<file path="src/rtl/piso_pkg.sv">
// Shared types and helpers for the parallel-in serial-out transmitter.
package piso_pkg;

    typedef enum logic {
        IDLE,
        SHIFT
    } piso_state_e;

    function automatic int cnt_w(input int width);
        return $clog2(width);
    endfunction

endpackage

</file>
<file path="src/rtl/piso_tx.sv">
// Parallel-in serial-out transmitter: loads a WIDTH-bit word over valid/ready and
// streams it one bit per enabled clock with so_valid/so_last framing.
module piso_tx
    import piso_pkg::*;
#(
    parameter int WIDTH     = 4,
    parameter bit MSB_FIRST = 1'b1
) (
    input  logic             clk,
    input  logic             rst,
    input  logic [WIDTH-1:0] PI,
    input  logic             load_valid,
    output logic             load_ready,
    input  logic             en,
    output logic             SO,
    output logic             so_valid,
    output logic             so_last
);

    localparam int CNT_W = cnt_w(WIDTH);

    piso_state_e      state;
    piso_state_e      state_next;
    logic [WIDTH-1:0] shreg;
    logic [CNT_W-1:0] cnt;
    logic             cnt_zero;
    logic             accept;

    assign cnt_zero = (cnt == '0);

    always_ff @(posedge clk or posedge rst) begin
        if (rst) begin
            state <= IDLE;
        end else begin
            state <= state_next;
        end
    end

    // A load may land on the final enabled bit of a word, so words can abut with no gap.
    always_comb begin
        state_next = state;
        load_ready = 1'b0;
        SO         = 1'b0;
        so_valid   = 1'b0;
        so_last    = 1'b0;
        accept     = 1'b0;

        unique case (state)
            IDLE: begin
                load_ready = !rst;
            end
            SHIFT: begin
                load_ready = !rst && cnt_zero && en;
                so_valid   = 1'b1;
                so_last    = cnt_zero;
                SO         = MSB_FIRST ? shreg[WIDTH-1] : shreg[0];
            end
            default: begin
                state_next = IDLE;
            end
        endcase

        accept = load_valid && load_ready;

        if (accept) begin
            state_next = SHIFT;
        end else if (state == SHIFT && cnt_zero && en) begin
            state_next = IDLE;
        end
    end

    // The counter only decrements while non-zero, so it can never wrap.
    always_ff @(posedge clk or posedge rst) begin
        if (rst) begin
            shreg <= '0;
            cnt   <= '0;
        end else if (accept) begin
            shreg <= PI;
            cnt   <= CNT_W'(WIDTH - 1);
        end else if (state == SHIFT && en && !cnt_zero) begin
            if (MSB_FIRST) begin
                shreg <= {shreg[WIDTH-2:0], 1'b0};
            end else begin
                shreg <= {1'b0, shreg[WIDTH-1:1]};
            end
            cnt <= cnt - CNT_W'(1);
        end
    end

endmodule

</file>
<file path="config.mk">
export PLATFORM = sky130hd
export DESIGN_NAME = piso_tx
export DESIGN_NICKNAME = d
export VERILOG_FILES = /design/src/rtl/piso_pkg.sv /design/src/rtl/piso_tx.sv
export SDC_FILE = /design/constraint.sdc
export NUM_CORES = 1
export LEC_CHECK = 0
export CAP_MARGIN = 20
export CORE_MARGIN = 5
export CORE_UTILIZATION = 30
export CTS_BUF_LIST = sky130_fd_sc_hd__clkbuf_4 sky130_fd_sc_hd__clkbuf_8
export DETAILED_ROUTE_END_ITERATION = 12
export PLACE_DENSITY = 0.52
export REMOVE_ABC_BUFFERS = 1
export SETUP_SLACK_MARGIN = 0.5
export SLEW_MARGIN = 20
export SYNTH_ARGS = -nofsm -noshare
export SYNTH_HDL_FRONTEND = slang
export SYNTH_SLANG_ARGS = --single-unit
</file>
<file path="constraint.sdc">
create_clock -name clk -period 3.3 [get_ports clk]
set_input_delay 0.66 -clock clk [delete_from_list [all_inputs] [get_ports clk]]
set_output_delay 0.66 -clock clk [all_outputs]
set_load 0.005 [all_outputs]
</file>
==> Changelog: implementation <==
## Implementation

- Result of the run: complete, no violations
- Number of gates resized after cts: 0
- Yosys warning count: 0
- Number of cell instances after yosys synthesis: 35
- Switching part of the total power: between 30% and 40%
- CP most frequent cell: clkdlybuf4s50_1
- Proportion of layout cells with a drive suffix above 1: 26.0%
- Number of global-route vias before repair: 254
- CP peak stage delay: 0.54 ns
- Number of antenna violations at the first check in global routing: 0
- First-pass GRT wire length: 1.12 mm
- Final hold slack: ~0.53 ns
- Leakage: 0.279 nW
- Worst setup startpoint: en
- Area share of the largest cell type after synthesis: 44.2%
- Total placed cells including tap cells: 61
- Worst hold endpoint: shreg[0]$_DFFE_PP0P_
- Power density of the placed cells: 837 nW/um^2
- Post-placement worst setup slack: 0.673 ns
- Post-Syn Area per Cell: 11.3 um^2
- GR Layer Usage met2: 10.4%
- Master of the slowest instance on the critical path: clkdlybuf4s50_1
- Highest routed metal layer: met4
- Cell count after synthesis: 35
- Routed met3 length: ~62 um
- Unrepaired setup endpoints after global routing: false
- Vert. Die Dim: 46.4 um
- Global-route congestion overflow total: 0
- CP delay by family, top: buffers and inverters
- Kind of critical path: in -> out
- Commonest Layout Cell: clkdlybuf4s50_1
- Global placer's final weighted congestion: 0.618
- Clk Tree Root Cell: clkbuf_4
- Count of hold-fix buffers inserted at cts: 0
- Clock latency on the worst-skew pair: between 0.2 and 0.3 ns
- Final setup violation count: 0
- Number of OpenROAD warnings: 25
- Clock slew at the register clock pins of the worst setup and hold paths: 0.05 ns
- Cell taking the most area after synthesis: dfrtp_1
- Hold path start: shreg[0]$_DFFE_PP0P_
- Type of the worst min-delay path: reg -> reg
- Vias per cell: 4.52
- Boundary Pins: 12
- Mapped Area: a little under 400 um^2
- Final Hold Violating Endpoints: 0
- Met1 Track Usage GR: 9.95%
- Die width: 46.4 um
- Core utilization before placement: 31.3%
- Buffers inserted by post-CTS timing repair: 0
- Net total in the final layout: about 60
- Sequence of cells on the critical path: clkdlybuf4s50_1, a21boi_0, nor2_1, clkdlybuf4s50_1
- Chip area: about 2100 um^2
- Count of cells along the worst register-to-register path: 5
- Detailed-routed wire length on met2: 351 um
- Post-route fraction of the period consumed by the critical path: 79.4%
- Maximum fanout encountered on the critical timing path: 3
- Transition time of the tightest slew-check pin: roughly 0.31 ns
- Cell Count, Final, Fillers Out: approximately 65
- Total power after layout: 465 uW
- Yosys Chip Area: roughly 400 um^2
- Achievable frequency: around 380 MHz
- Most used routing layer: met2
- Combinational share of power: 48.4%
- Core area: between 1000 and 1500 um^2
- CTS tree: done
- Post-layout instance area: 556 um^2
- Area contributors post-synth: dfrtp_1 44%, mux2_4 15%, nand3b_4 5.0%, inv_1 4.7%, nand2_1 4.7%
- Reg2Reg Setup Slack: 1.72 ns
- Clock group share of total power: 18.7%
- Synth flops: 7
- Startpoint Class: input port
- Switching Power: between 100 and 150 uW
- Ant diodes: 0
- Number of max-cap violations: 0
- Worst slew slack as a fraction of its limit: 79.3%
- Hold depth: 2
[layout make-up]
| class | instances | area (um^2) |
|---|---|---|
| multi-input combinational | 23 | 203 |
| fill | 123 | 713 |
| tap | 15 | 18.8 |
| inverter | 5 | 18.8 |
| clock buffer | 4 | 30.0 |
| timing repair buffer | 11 | 110 |
| sequential | 7 | 175 |
[registers in the layout, summed over array words and instances, names as in the netlist]
register,count
shreg,4
state,1
cnt,2
[synthesized netlist by cell type]
| master | instances |
|---|---|
| a21boi_0 | 1 |
| nor2_1 | 2 |
| ha_1 | 1 |
| xnor2_1 | 1 |
| mux2_4 | 4 |
| dfrtp_1 | 7 |
| a311o_1 | 1 |
| mux2i_1 | 1 |
| nand3_2 | 1 |
| a21bo_2 | 1 |
| nand2_1 | 5 |
| nor3_1 | 1 |
| and2_2 | 2 |
| o211ai_1 | 1 |
| inv_1 | 5 |
| nand3b_4 | 1 |
[cells by family (layout without fill, tap and decap cells)]
logic type / Yosys count / count (layout) / share of synthesized area, %
simple gates: 12 / 12 / 19.2
flops: 7 / 7 / 44.2
mux: 5 / 5 / 17.7
buf+inv: 5 / 20 / 4.73
compound gates: 4 / 4 / 8.83
fa+ha+maj: 1 / 1 / 3.15
xor+xnor: 1 / 1 / 2.21
[worst max path at each step]
stage | cells past startpoint | slack (ns) | endpoint
after detailed placement | 4 | 0.67 | load_ready
final | 4 | 0.68 | load_ready
after global placement | 4 | 0.70 | load_ready
after global routing | 4 | 0.58 | load_ready
after CTS | 4 | 0.67 | load_ready
after floorplan | 2 | 1.73 | load_ready
[power by group through the flow]
stage,clock network (mW),logic [mW],registers (mW)
final,0.0869,0.225,0.153
after global routing,0.0940,0.247,0.157
after CTS,0.0913,0.229,0.153
after detailed placement,0,0.230,0.154
after global placement,0,0.219,0.152
after floorplan,0,0.157,0.149
### Signal wires by layer

Bar = 10 um. Two of the layers only.
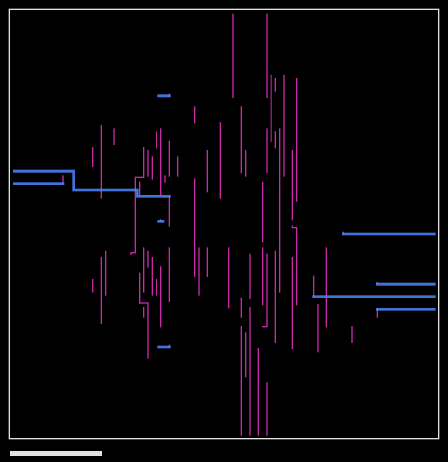
[met3] blue | wire length: 62.6 um
[met2] magenta | wire length: 352 um
GRT Resource Usage Total: 8.14%
average wire per standard cell: 11.7 um
total wire length: 763 um
via count: 294

### Placement by cell class

Fill, decap, tap and diode cells in gray.
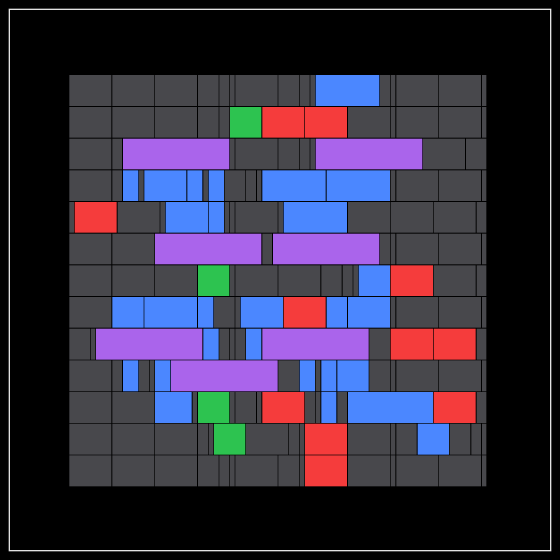
[other buffers and delay cells] red | cells: 11 | share of their area: 21%
[flip-flops] purple | cells: 7 | share of their area: 33%
[all other logic] blue | cells: 28 | share of their area: 41%
[clock drivers and dummy loads] green | cells: 4 | share of their area: 5.6%

### Where the registers sit

Bar = 10 um.
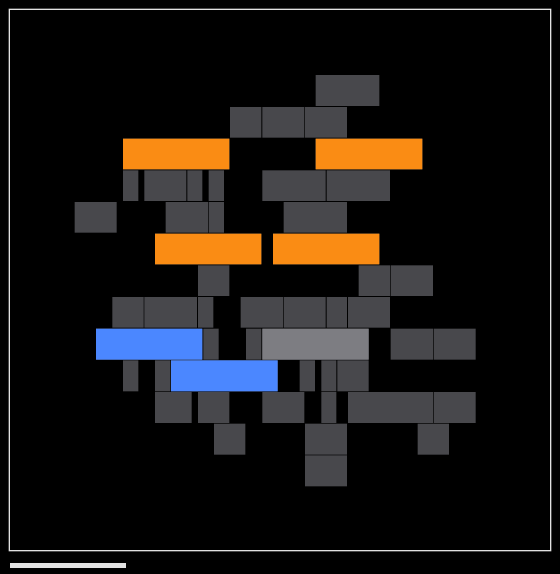
[cnt] blue | placed flops: 2
[shreg] orange | placed flops: 4
power attributed to sequential cells: 153 uW
final design utilization: 43.8%
flip-flop and latch area: 175 um^2
fraction of standard cell area that is sequential: 31.5%

### Clock routing

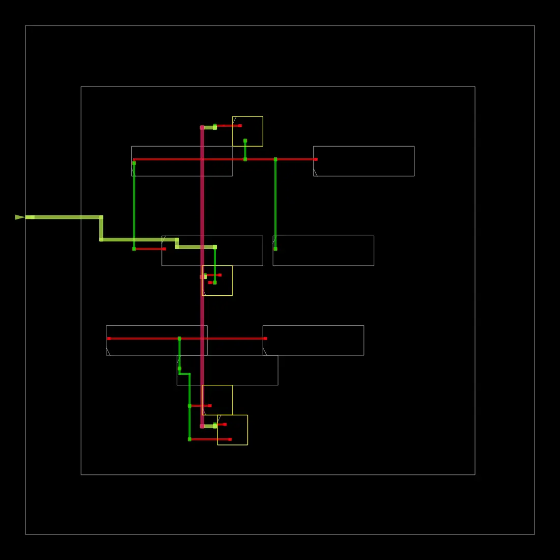
number of clock buffer instances in the layout: 4
Clock net power: 86.9 uW
number of buffers inserted during clock tree synthesis: 3
Final Skew: 0.000889 ns

Power figures rest on the tool's default switching activity, not on a simulated workload.
